Design counting_element, sky130hd; sources not shown.
Nets reached from selected ports:
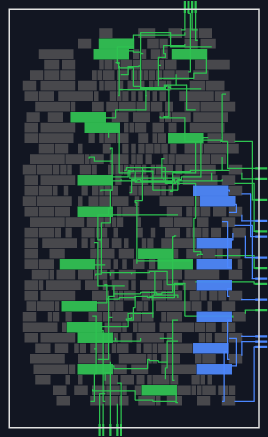
| port | color | bits | direction | edge | end cells | buffers | wire |
|---|---|---|---|---|---|---|---|
| `current_count` | green | 16 | output | 7 east, 5 south, 4 north | 16 | 16 | 1,120 um |
| `data_out` | blue | 8 | output | east | 8 | 8 | 145 um |
IO Count: 69
I/O Buffers: 68

Sizing map:
The bar under the picture is 20 um long.
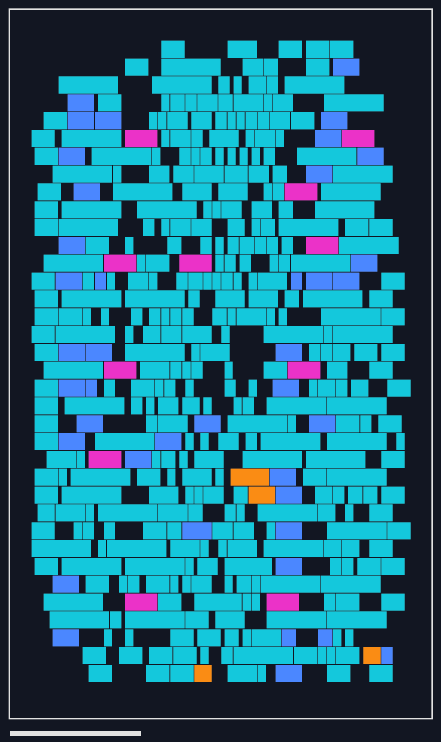
| size | color | cells |
|---|---|---|
| x6 and larger | magenta | 11 |
| x3 and x4 | orange | 4 |
| x1 and smaller | cyan | 353 |
| x2 | blue | 40 |
post-route cell area: 4230 sq um
setup ws final: 1.60 ns
Area Growth Syn to Fin: 27.1%
bufs w/o clock: 70

Clock routing:
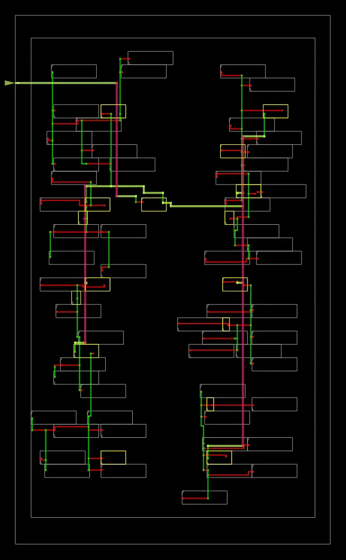
flop count: 57
Layout Skew: 0.00385 ns
# clock sinks: 57
number of CTS-inserted buffers: 9
# clk buffers: 13

==> changes_impl.md <==
### Implementation results

* Status: completed
* CP cell instances: clkdlybuf4s50_1 > nand2_1 > or2_2 > ha_1 > fa_1 > and2_1 > ha_1 > ha_1 > nand2_1 > inv_1 > ha_1 > ha_1 > nand2_1 > inv_1 > ha_1 > inv_1 > ha_1 > inv_1 > ha_1 > nand2_1 > o21ai_0 > o22ai_1 > a221oi_1 > o22ai_1
* Die Footprint at 6940 sq um
* Total Power at 1.16 mW
* Yosys stat area at 3330 sq um
* RSZ-0062 raised after global routing: no
* H-tree levels at 3
* Drt via density at 5.66
* Tool Warnings at 32
* Final hold vios at 0
* Worst reg2reg setup slack at 3.04 ns
* Distinct cells, synth at 42
* Worst-Margin Slew at 1.00 ns
* Main flop type: dfrtp_1
* Setup TNS at 0 ns
* GP Congestion at 0.877
* Global-route wire length before repair at 13.3 mm
* Total track usage at 0.254
* WP data required at 7.21 ns
* Slowest CP cell: clkdlybuf4s50_1
* Initial antenna violation count at 0
* HP Class: flop to flop
* Yosys warns at 0
* Ant. Diodes at 0
* Hpwl dp at 6.06 mm
* Crit path launch type: input pin
* Cells in synth_stat.txt at 337
* Starting DRT DRC Count at 222
* Final wirelength at 7.89 mm
* Post-Syn Instances at 337
* Power density cells at 275 nW/um^2
* Post-layout period usage at 0.771
* CTS tree: built
* Crit-path max cell delay at 0.47 ns
* Critical setup path kind: input pin to flop
* WL per Instance at 16.3 um
* Syn nets at 392
* Number of enable flip-flop cells at 0
* Endpoints failing setup at 0
* First-pass iteration count of the detailed router at 4
* Synth async-reset ratio at 1.00
* ANT nets after route at 0
* Total gr overflow at 0
* Post-CTS sizing at 0
* Leak at 1.88 nW
* Final nets at 458
* Cell row count at 36
* Clock root buffer: clkbuf_8
* Late-Pin Clk Latency at 0.34 ns
* Worst-case reg-to-reg path depth at 22
* Max_slew headroom at 0.331
* Max clock buf depth at 2
* Top cell area share at 0.428
* Post-synth regs at 57
* Worst Hold Depth at 1
* Post-CTS Setup Inserts at 0
* Max Clock Freq at 185 MHz
* Final min period at 5.40 ns
* Seq share, synth at 0.428
* Die Ht at 108 um
* Area of the core at 5680 sq um
* Critical Path AT at 5.61 ns
* Chip Width at 64.3 um
* DRC viols at 0
* Total number of vias at 2,741
* Top-count cell post-synth: dfrtp_1
* Vias in the first global route at 2,795
* CP Capture Type: flop
* Cell area leaders: dfrtp_1, mux2_2, ha_1
* Post-Syn Area per Cell at 9.88 sq um
* Pin count of the biggest net entering global routing at 58
* CP dominant cell by count: ha_1
* Hold bufs inserted after CTS at 0
* Max-cap violation count at 0
* Initial core utilization at 0.587
* Cell taking the most area after synthesis: dfrtp_1
* Worst-path clk slew at 0.06 ns
* Peak supply drop at 0.207 mV
==> cell usage in the layout, fill, tap and decap left out, types with 3 or more instances in the layout <==
cell type and n:
nand2_1 35, mux2i_1 5, dfrtp_1 57, inv_1 33
nor2b_1 3, a221oi_1 4, xnor2_1 12, clkinv_2 3
nor2_1 17, o22ai_1 4, clkbuf_8 11, o221ai_1 3
a22oi_1 7, ha_1 25, o21ai_0 25, clkdlybuf4s50_1 67
mux2_2 32, nor3_1 3, a21oi_1 12, a31oi_1 3
and3_1 3, nand3_1 10
==> cells by family after synthesis <==
group,count (synthesis),synth area share
compound gates,69,0.130
xor+xnor,14,0.0368
fa+ha+maj,27,0.106
buf+inv,50,0.0564
flops,57,0.428
mux,37,0.123
simple gates,83,0.119
==> layer usage <==
metal | track usage | share of wire | up-vias
li1 | - | - | 1309
met1 | 0.277 | 0.38 | 1322
met2 | 0.465 | 0.55 | 92
met3 | 0.0457 | 0.046 | 18
met4 | 0.120 | 0.024 | 0
met5 | 0 | 0 | -
==> critical path, delay by kind of cell <==
kind | cells | cell delay (ns)
adder cells (fa/ha/maj) | 9 | 2.07
AND-OR/OR-AND | 4 | 0.54
AND/OR/NAND/NOR | 6 | 0.88
buffers and inverters | 5 | 0.72
==> final cells by class <==
cell class / count / area (sq um)
Tap cell: 76 / 95.1
Clock inverter: 3 / 15.0
Multi-Input combinational cell: 230 / 1720
Clock buffer: 13 / 159
Fill cell: 443 / 1440
Timing Repair Buffer: 70 / 691
Sequential cell: 57 / 1430
Inverter: 35 / 131
==> stage by stage <==
| step | utilization | cells | hold slack, ns | setup slack, ns | instance area (sq um) |
|---|---|---|---|---|---|
| detailed placement | 0.715 | 468 | 0.497 | 1.26 | 4060 |
| finish | 0.746 | 484 | 0.513 | 1.60 | 4230 |
| CTS | 0.746 | 484 | 0.511 | 1.62 | 4230 |
| floorplan | - | 337 | 0.481 | 2.05 | 3330 |
| global placement | 0.715 | 468 | 0.490 | 1.36 | 4060 |
| global route | 0.746 | 484 | 0.528 | 1.31 | 4230 |
==> power by group <==
group          internal, mW  leakage [nW]  switching, mW
Sequential            0.387         0.681         0.0647
Clock                 0.146        0.0932          0.124
Combinational         0.179          1.10          0.262
Total                 0.712          1.88          0.450
No activity file was given, so power comes from the tool's default toggle rates.
